Placement by cell class:
Bar = 20 um.
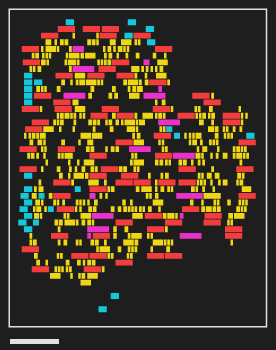
Clock distribution:
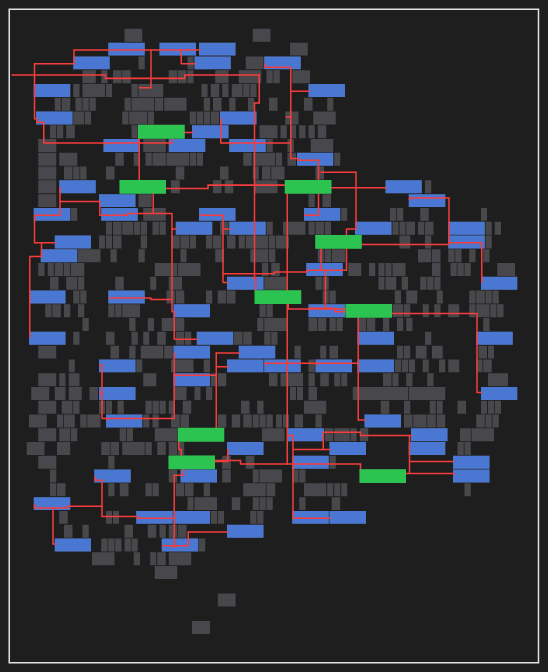
Cell sizes after repair:
Bar = 20 um.
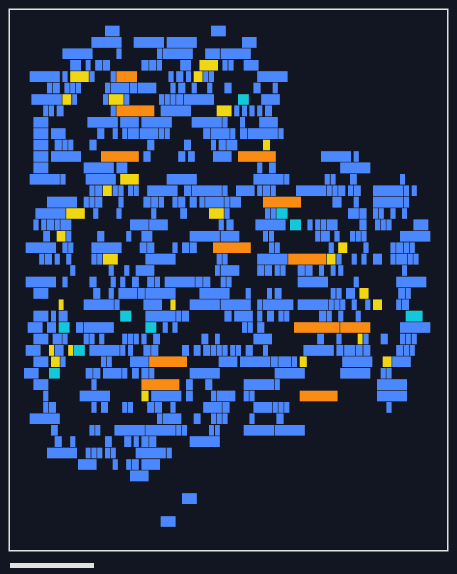
Clock routing:
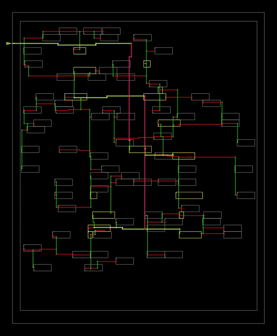
Pin map:
Pins as bars across the die edge, other pins in gray.
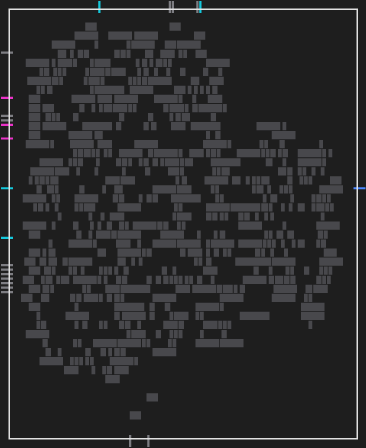
File: config.mk
export PLATFORM = sky130hd
export DESIGN_NAME = led_pattern_gen_flat
export DESIGN_NICKNAME = d
export VERILOG_FILES = /design/src/rtl/led_pattern_pkg.sv /design/src/rtl/led_pattern_gen_if.sv /design/src/rtl/led_channel.sv /design/src/rtl/led_pattern_gen.sv /design/src/flat_wrapper.sv
export SDC_FILE = /design/constraint.sdc
export NUM_CORES = 1
export LEC_CHECK = 0
export ABC_AREA = 1
export CORE_ASPECT_RATIO = 1.25
export CORE_MARGIN = 3
export CORE_UTILIZATION = 30
export DETAILED_ROUTE_END_ITERATION = 7
export PLACE_DENSITY = 0.51
export SETUP_SLACK_MARGIN = 0.2
export SLEW_MARGIN = 10
export SYNTH_ARGS = -nofsm -noshare
export SYNTH_HDL_FRONTEND = slang
export SYNTH_HIERARCHICAL = 1
export SYNTH_SLANG_ARGS = --single-unit
File: constraint.sdc
create_clock -name clk -period 2.1 [get_ports clk]
set_input_delay 0.42 -clock clk [delete_from_list [all_inputs] [get_ports clk]]
set_output_delay 0.42 -clock clk [all_outputs]
set_load 0.01 [all_outputs]
File: src/rtl/led_pattern_pkg.sv
// ---------------------------------------------------------------------------
// led_pattern_pkg
// Shared definitions for the multi-channel LED pattern generator:
//   - mode_e      : per-channel pattern selection (3-bit code)
//   - MODE_W      : width of the mode code
//   - HB_*        : bit positions, counted down from the phase MSB, that
//                   shape the heartbeat double pulse
//   - hb_active() : heartbeat decode from the selected phase bits
// Optional build macro used by the design: LED_BREATHE_EN (adds BREATHE mode).
// ---------------------------------------------------------------------------
package led_pattern_pkg;

   localparam int MODE_W = 3;

   typedef enum logic [MODE_W-1:0] {
      MODE_OFF       = 3'd0,
      MODE_ON        = 3'd1,
      MODE_BLINK     = 3'd2,
      MODE_HEARTBEAT = 3'd3,
      MODE_PWM       = 3'd4,
      MODE_BREATHE   = 3'd5
   } mode_e;

   // Heartbeat: top HB_COARSE_BITS of the phase all ones, plus the two bits
   // at offsets HB_FINE_HI_OFS / HB_FINE_LO_OFS below the width all ones.
   // Bit W-4 is left free, which splits the lit window into two pulses.
   localparam int HB_COARSE_BITS = 3;
   localparam int HB_FINE_HI_OFS = 5;
   localparam int HB_FINE_BITS   = 2;

   function automatic logic hb_active(input logic [HB_COARSE_BITS-1:0] coarse,
                                      input logic [HB_FINE_BITS-1:0]   fine);
      return (&coarse) & (&fine);
   endfunction

endpackage

File: src/rtl/led_pattern_gen_if.sv
// ---------------------------------------------------------------------------
// led_pattern_gen_if
// Host-side configuration bus of the LED pattern generator.
//   cfg_we    : write strobe, one channel per cycle
//   cfg_sel   : target channel index (4 bits, out-of-range writes ignored)
//   cfg_mode  : pattern code (led_pattern_pkg::mode_e encoding)
//   cfg_level : PWM duty level for the target channel
//   phase_clr : synchronous restart of the shared phase/PWM counters
// Modports: master = host logic, slave = led_pattern_gen.
// ---------------------------------------------------------------------------
interface led_pattern_gen_if
   import led_pattern_pkg::*;
#(
   parameter int PWM_W = 8
);
   logic              cfg_we;
   logic [3:0]        cfg_sel;
   logic [MODE_W-1:0] cfg_mode;
   logic [PWM_W-1:0]  cfg_level;
   logic              phase_clr;

   modport master (output cfg_we, cfg_sel, cfg_mode, cfg_level, phase_clr);
   modport slave  (input  cfg_we, cfg_sel, cfg_mode, cfg_level, phase_clr);
endinterface

File: src/rtl/led_channel.sv
// ---------------------------------------------------------------------------
// led_channel
// One LED channel: holds its mode/level configuration, decodes the "lit"
// condition from the shared phase-derived strobes and PWM counter, and
// registers the pin with the board polarity applied.
// Ports:
//   clk, rst   : clock, synchronous active-high reset
//   we         : load mode_in/level_in this cycle (already channel-decoded)
//   mode_in    : pattern code
//   level_in   : PWM duty level
//   blink_on   : shared blink strobe (phase MSB)
//   hb_on      : shared heartbeat strobe
//   c_cnt      : shared PWM counter
//   duty_b     : shared breathe duty (only with LED_BREATHE_EN)
//   led        : registered LED pin
// Optional build macro: LED_BREATHE_EN.
// ---------------------------------------------------------------------------
module led_channel
   import led_pattern_pkg::*;
#(
   parameter int PWM_W      = 8,
   parameter int ACTIVE_LOW = 1
) (
   input  logic             clk,
   input  logic             rst,
   input  logic             we,
   input  mode_e            mode_in,
   input  logic [PWM_W-1:0] level_in,
   input  logic             blink_on,
   input  logic             hb_on,
   input  logic [PWM_W-1:0] c_cnt,
`ifdef LED_BREATHE_EN
   input  logic [PWM_W-1:0] duty_b,
`endif
   output logic             led
);

   localparam logic POL = (ACTIVE_LOW != 0);

   mode_e            mode_q;
   logic [PWM_W-1:0] level_q;
   logic             lit;

   always_ff @(posedge clk) begin
      if (rst) begin
         mode_q  <= MODE_OFF;
         level_q <= '0;
      end else if (we) begin
         mode_q  <= mode_in;
         level_q <= level_in;
      end
   end

   always_comb begin
      lit = 1'b0;
      case (mode_q)
         MODE_ON:        lit = 1'b1;
         MODE_BLINK:     lit = blink_on;
         MODE_HEARTBEAT: lit = hb_on;
         MODE_PWM:       lit = (c_cnt < level_q);
`ifdef LED_BREATHE_EN
         MODE_BREATHE:   lit = (c_cnt < duty_b);
`endif
         default:        lit = 1'b0;
      endcase
   end

   // Inactive pin level equals the polarity bit, so reset drives POL.
   always_ff @(posedge clk) begin
      if (rst) led <= POL;
      else     led <= lit ^ POL;
   end

endmodule

File: src/rtl/led_pattern_gen.sv
// ---------------------------------------------------------------------------
// led_pattern_gen
// Multi-channel LED driver. A shared phase counter (period 2^PRESCALE_W) and
// a shared PWM counter (period 2^PWM_W) keep every channel phase-locked;
// each channel selects OFF / ON / BLINK / HEARTBEAT / PWM (and BREATHE when
// built with LED_BREATHE_EN).
// Ports:
//   clk  : system clock
//   rst  : synchronous active-high reset (priority over phase_clr)
//   cfg  : configuration bus, led_pattern_gen_if.slave
//   led  : NUM_LEDS registered pins, polarity set by ACTIVE_LOW
// Optional build macro: LED_BREATHE_EN - shared triangle-wave duty (UP/DOWN
// FSM stepping once per PWM period) used by mode 5. Without it mode 5 is OFF.
// ---------------------------------------------------------------------------
module led_pattern_gen
   import led_pattern_pkg::*;
#(
   parameter int NUM_LEDS   = 4,
   parameter int PRESCALE_W = 15,
   parameter int PWM_W      = 8,
   parameter int ACTIVE_LOW = 1
) (
   input  logic                clk,
   input  logic                rst,
   led_pattern_gen_if.slave    cfg,
   output logic [NUM_LEDS-1:0] led
);

   logic [PRESCALE_W-1:0] p_cnt;
   logic [PWM_W-1:0]      c_cnt;
   logic                  blink_on;
   logic                  hb_on;

   // Both counters wrap naturally at their power-of-two periods.
   always_ff @(posedge clk) begin
      if (rst || cfg.phase_clr) begin
         p_cnt <= '0;
         c_cnt <= '0;
      end else begin
         p_cnt <= p_cnt + 1'b1;
         c_cnt <= c_cnt + 1'b1;
      end
   end

   assign blink_on = p_cnt[PRESCALE_W-1];
   assign hb_on    = hb_active(p_cnt[PRESCALE_W-1 -: HB_COARSE_BITS],
                               p_cnt[PRESCALE_W-HB_FINE_HI_OFS -: HB_FINE_BITS]);

`ifdef LED_BREATHE_EN
   localparam logic [0:0] ST_UP   = 1'b0;
   localparam logic [0:0] ST_DOWN = 1'b1;
   localparam logic [PWM_W-1:0] DUTY_MAX = '1;

   logic [0:0]       br_state;
   logic [PWM_W-1:0] duty_b;

   // Duty steps once per PWM period (on the last count), so each PWM window
   // sees a constant duty. Turn-around happens as the new value hits the end.
   always_ff @(posedge clk) begin
      if (rst || cfg.phase_clr) begin
         br_state <= ST_UP;
         duty_b   <= '0;
      end else if (c_cnt == DUTY_MAX) begin
         if (br_state == ST_UP) begin
            duty_b <= duty_b + 1'b1;
            if (duty_b == DUTY_MAX - 1'b1) br_state <= ST_DOWN;
         end else begin
            duty_b <= duty_b - 1'b1;
            if (duty_b == {{(PWM_W-1){1'b0}}, 1'b1}) br_state <= ST_UP;
         end
      end
   end
`endif

   for (genvar i = 0; i < NUM_LEDS; i++) begin : g_ch
      led_channel #(
         .PWM_W      (PWM_W),
         .ACTIVE_LOW (ACTIVE_LOW)
      ) u_ch (
         .clk      (clk),
         .rst      (rst),
         .we       (cfg.cfg_we && (cfg.cfg_sel == 4'(i))),
         .mode_in  (mode_e'(cfg.cfg_mode)),
         .level_in (cfg.cfg_level),
         .blink_on (blink_on),
         .hb_on    (hb_on),
         .c_cnt    (c_cnt),
`ifdef LED_BREATHE_EN
         .duty_b   (duty_b),
`endif
         .led      (led[i])
      );
   end

endmodule

File: src/flat_wrapper.sv
// flat-port wrapper written by rule: the top's interface ports become plain ports
module led_pattern_gen_flat import led_pattern_pkg::*;
#(
   parameter int NUM_LEDS   = 4,
   parameter int PRESCALE_W = 15,
   parameter int PWM_W      = 8,
   parameter int ACTIVE_LOW = 1
)
  (clk, rst, led, cfg_cfg_we, cfg_cfg_sel, cfg_cfg_mode, cfg_cfg_level, cfg_phase_clr);
  led_pattern_gen_if #(.PWM_W(PWM_W)) cfg_i ();
  input  logic clk;
  input  logic rst;
  output logic [NUM_LEDS-1:0] led;
  input wire logic [$bits(cfg_i.cfg_we)-1:0] cfg_cfg_we;
  input wire logic [$bits(cfg_i.cfg_sel)-1:0] cfg_cfg_sel;
  input wire logic [$bits(cfg_i.cfg_mode)-1:0] cfg_cfg_mode;
  input wire logic [$bits(cfg_i.cfg_level)-1:0] cfg_cfg_level;
  input wire logic [$bits(cfg_i.phase_clr)-1:0] cfg_phase_clr;
  assign cfg_i.cfg_we = cfg_cfg_we;
  assign cfg_i.cfg_sel = cfg_cfg_sel;
  assign cfg_i.cfg_mode = cfg_cfg_mode;
  assign cfg_i.cfg_level = cfg_cfg_level;
  assign cfg_i.phase_clr = cfg_phase_clr;
  led_pattern_gen #(.NUM_LEDS(NUM_LEDS), .PRESCALE_W(PRESCALE_W), .PWM_W(PWM_W), .ACTIVE_LOW(ACTIVE_LOW)) u_core (.clk(clk), .rst(rst), .cfg(cfg_i), .led(led));
endmodule
==> summary.txt <==
flow finished, numbers: post-synthesis xor/xnor area fraction=less than 1%, pin slew with the least headroom to its limit=approximately 0.43 ns, Seq share, synth=39.3%, Synth Register Bits=between 70 and 80, fp util=30.8%, f_max=approximately 560 MHz, WS Path Type=in -> reg, GPL Wtd Cong=roughly 0.81, Tot GR Track Use=14.0%, Yosys Chip Area=about 3600 um^2, Slew headroom=a little under three quarters, met2 global-route usage=25.3%, chip area=~13000 um^2, Slew Limit Fails=0, Synthesized Nets=549, Final Hold Violating Endpoints=0, MaxCap Viol Count=0, critical path required time=2.30 ns, post-synthesis cell type count=27, Synth top cell by count=nand2_1, Peak VDD IR=around 0.31 mV, Crit Path Max Fanout=18, Post-CTS Setup Inserts=0, htree depth=3, reg2reg setup slack=0.63 ns, status=complete, no violations, grt ovf=0, Detail Placement HPWL=around 6400 um, initial DRC count=between 100 and 150, flip-flops with a built-in enable=0, initial antenna violation count=0, fin crit share=a little under nine tenths, Cell Area, Placed=between 4000 and 5000 um^2, Tmin final=around 1.8 ns, Slowest-stage cell, CP=clkdlybuf4s50_1, Area leader share=between 30% and 40%, Startpoint Class=input pin, Root Buffer=clkbuf_16, DRT Pass-1 Iters=4, TritonCTS clock tree=done, worst path cell trace=clkdlybuf4s50_1 -> or2_2 -> nor4_1 -> inv_2 -> o21ai_0 -> a21oi_1, Mapped Cells=500, Cell Area, Synth=3620 um^2, Avg Vias per Cell=around 4.5, Layout area overhead=19.8%, worst slack, placed=-0.0397 ns, global-route met1 utilization=16.9%, Top Ports=23, Buf/Inv on CP=2, most frequent cells after synthesis=nand2_1 (91), nor2_1 (80), dfxtp_1 (71), inv_1 (67), o21ai_0 (47), Post-CTS Hold Buffers=0, Tot Pwr=a little over 3000 uW, clk buf depth=2, Post-Route WL=between 8000 and 9000 um, Adder Area Share=10.4%, share of cells above drive strength 1=~9%, hold path start=u_core/g_ch[1].u_ch/level_q[6], CP arrival=between 1.5 and 2 ns, worst r2r src=u_core/c_cnt[3], Worst-path clk slew=roughly 0.06 ns, Post-route DRC=0, critical path's top delay family=simple AND/OR/NAND/NOR gates, Hold WC Path Type=reg -> reg, mux share=0%, Worst Setup End Kind=flop, post_cts resized=0, Basic Gates by Area=around 25%, Commonest flop=dfxtp_1, vias=between 3000 and 4000, Most Used Layer, Global Route=met2, Final #Nets=about 580, Hold Slack=~0.46 ns, Synth area leader=dfxtp_1, Static Leak=0.00185 uW, antenna viol nets, final=0, number of antenna diodes=0
Back to the opening pictures, 'placement by cell class':
[clock drivers and dummy loads] magenta | cells: 16 | share of their area: 7.2%
[remaining buffers and delay cells] cyan | cells: 28 | share of their area: 6.4%
[remaining logic cells] yellow | cells: 419 | share of their area: 52%
[registers] red | cells: 71 | share of their area: 34%
flop share of the area: 32.8%
design area: 4330 um^2
Core Area: 11700 um^2

Back to the opening pictures, 'clock distribution':
[clock-net drivers] green | count: 9
[clock wires] red | length: 1020 um
[flip-flops] blue | count: 71
routed clock nets: 10
flops lie: spread over the die
clock group share of total power: 49.0%
clk latency late pin: 0.33 ns
Worst Skew: 0.00584 ns
Clk power: 1510 uW

Back to the opening pictures, 'cell sizes after repair':
[x2] yellow | cells: 26
[x1 and smaller] blue | cells: 487
[x3 and x4] cyan | cells: 9
[x6 and larger] orange | cells: 12
Final WS setup: 0.310 ns
Signal buffers: 28

Back to the opening pictures, 'clock routing':
Num CTS Buffers: 9
clock sink total: 71
clock buf count: 10
num sequential: 71

Back to the opening pictures, 'pin map':
[`led`] cyan | pins: 4 | direction: output | edge: 2 left, 2 top
[`cfg_cfg_mode`] magenta | pins: 3 | direction: input | edge: left
[`cfg_phase_clr`] blue | pins: 1 | direction: input | edge: right
IO buf count: 22
Die Y: 129 um
Die Wd: 104 um

==> cell families after synthesis <==
group	after synthesis
XOR/XNOR	1
adder cells (fa/ha/maj)	30
flip-flops	71
buffers and inverters	82
AND/OR/NAND/NOR	208
AND-OR/OR-AND	108
==> metal layers <==
metal  vias up  share of wire, %  wire length (um)
met2        34                49              4320
met3         5               2.8               247
met5         -                 0                 0
met4         0               1.1                96
li1       1672                 -                 -
met1      1431                47              4090
==> worst register-to-register path, cell delays in order (launching register included) <==
cell and delay [ns]:
dfxtp_1 0.53, ha_1 0.31, a21oi_1 0.15, nand2_1 0.09, nand2_1 0.08, nand2_1 0.07, nand2_1 0.06, nand2_1 0.06
==> layout make-up <==
class / count / area (um^2)
fillers: 1261 / 7390
multi-input cells: 347 / 1880
flip-flops and latches: 71 / 1420
inverters: 72 / 270
repair buffers: 28 / 265
clock buffers: 10 / 239
well taps: 161 / 201
clock inverters: 6 / 60.1
==> per-stage QoR <==
stage | setup TNS, ns | instances | utilization (%)
after floorplan | 0 | 500 | -
after global placement | 0 | 679 | 34.4
after detailed placement | -0.226 | 679 | 34.4
after CTS | 0 | 695 | 37.0
after global routing | 0 | 695 | 37.0
final | 0 | 695 | 37.0
==> sequential cells by signal, indices dropped and copies added, names as in the netlist <==
name                      count
u_core/g_ch.u_ch/mode_q      12
u_core/g_ch.u_ch/level_q     32
u_core/g_ch.u_ch/led          4
u_core/c_cnt                  8
u_core/p_cnt                 15
==> report_power, final <==
group	internal, uW	leakage [uW]	switching [uW]
clock network	945	0.000144	570
logic	78.2	0.00113	113
registers	1370	0.000574	14.9
==> cell usage in the layout, fill, tap and decap left out, types with 5 or more instances in the layout <==
| cell | synthesis | routed |
|---|---|---|
| nand2_1 | 91 | 91 |
| nor2_1 | 80 | 80 |
| buf_4 | 0 | 6 |
| clkdlybuf4s50_1 | 0 | 22 |
| a21oi_1 | 45 | 45 |
| inv_2 | 5 | 5 |
| clkbuf_16 | 0 | 9 |
| ha_1 | 30 | 30 |
| o21ai_0 | 47 | 47 |
| nor2_2 | 6 | 6 |
| inv_1 | 67 | 67 |
| nand3_1 | 10 | 10 |
| dfxtp_1 | 71 | 71 |
| o21a_1 | 5 | 5 |
==> worst paths after layout <==
check	depth (start not counted)	to
min reg2reg	2	u_core/g_ch[1].u_ch/level_q[6]
min	2	u_core/g_ch[1].u_ch/level_q[6]
max reg2reg	7	u_core/g_ch[2].u_ch/led
max	6	u_core/g_ch[2].u_ch/level_q[6]
Power is estimated from default activity; no workload was simulated.
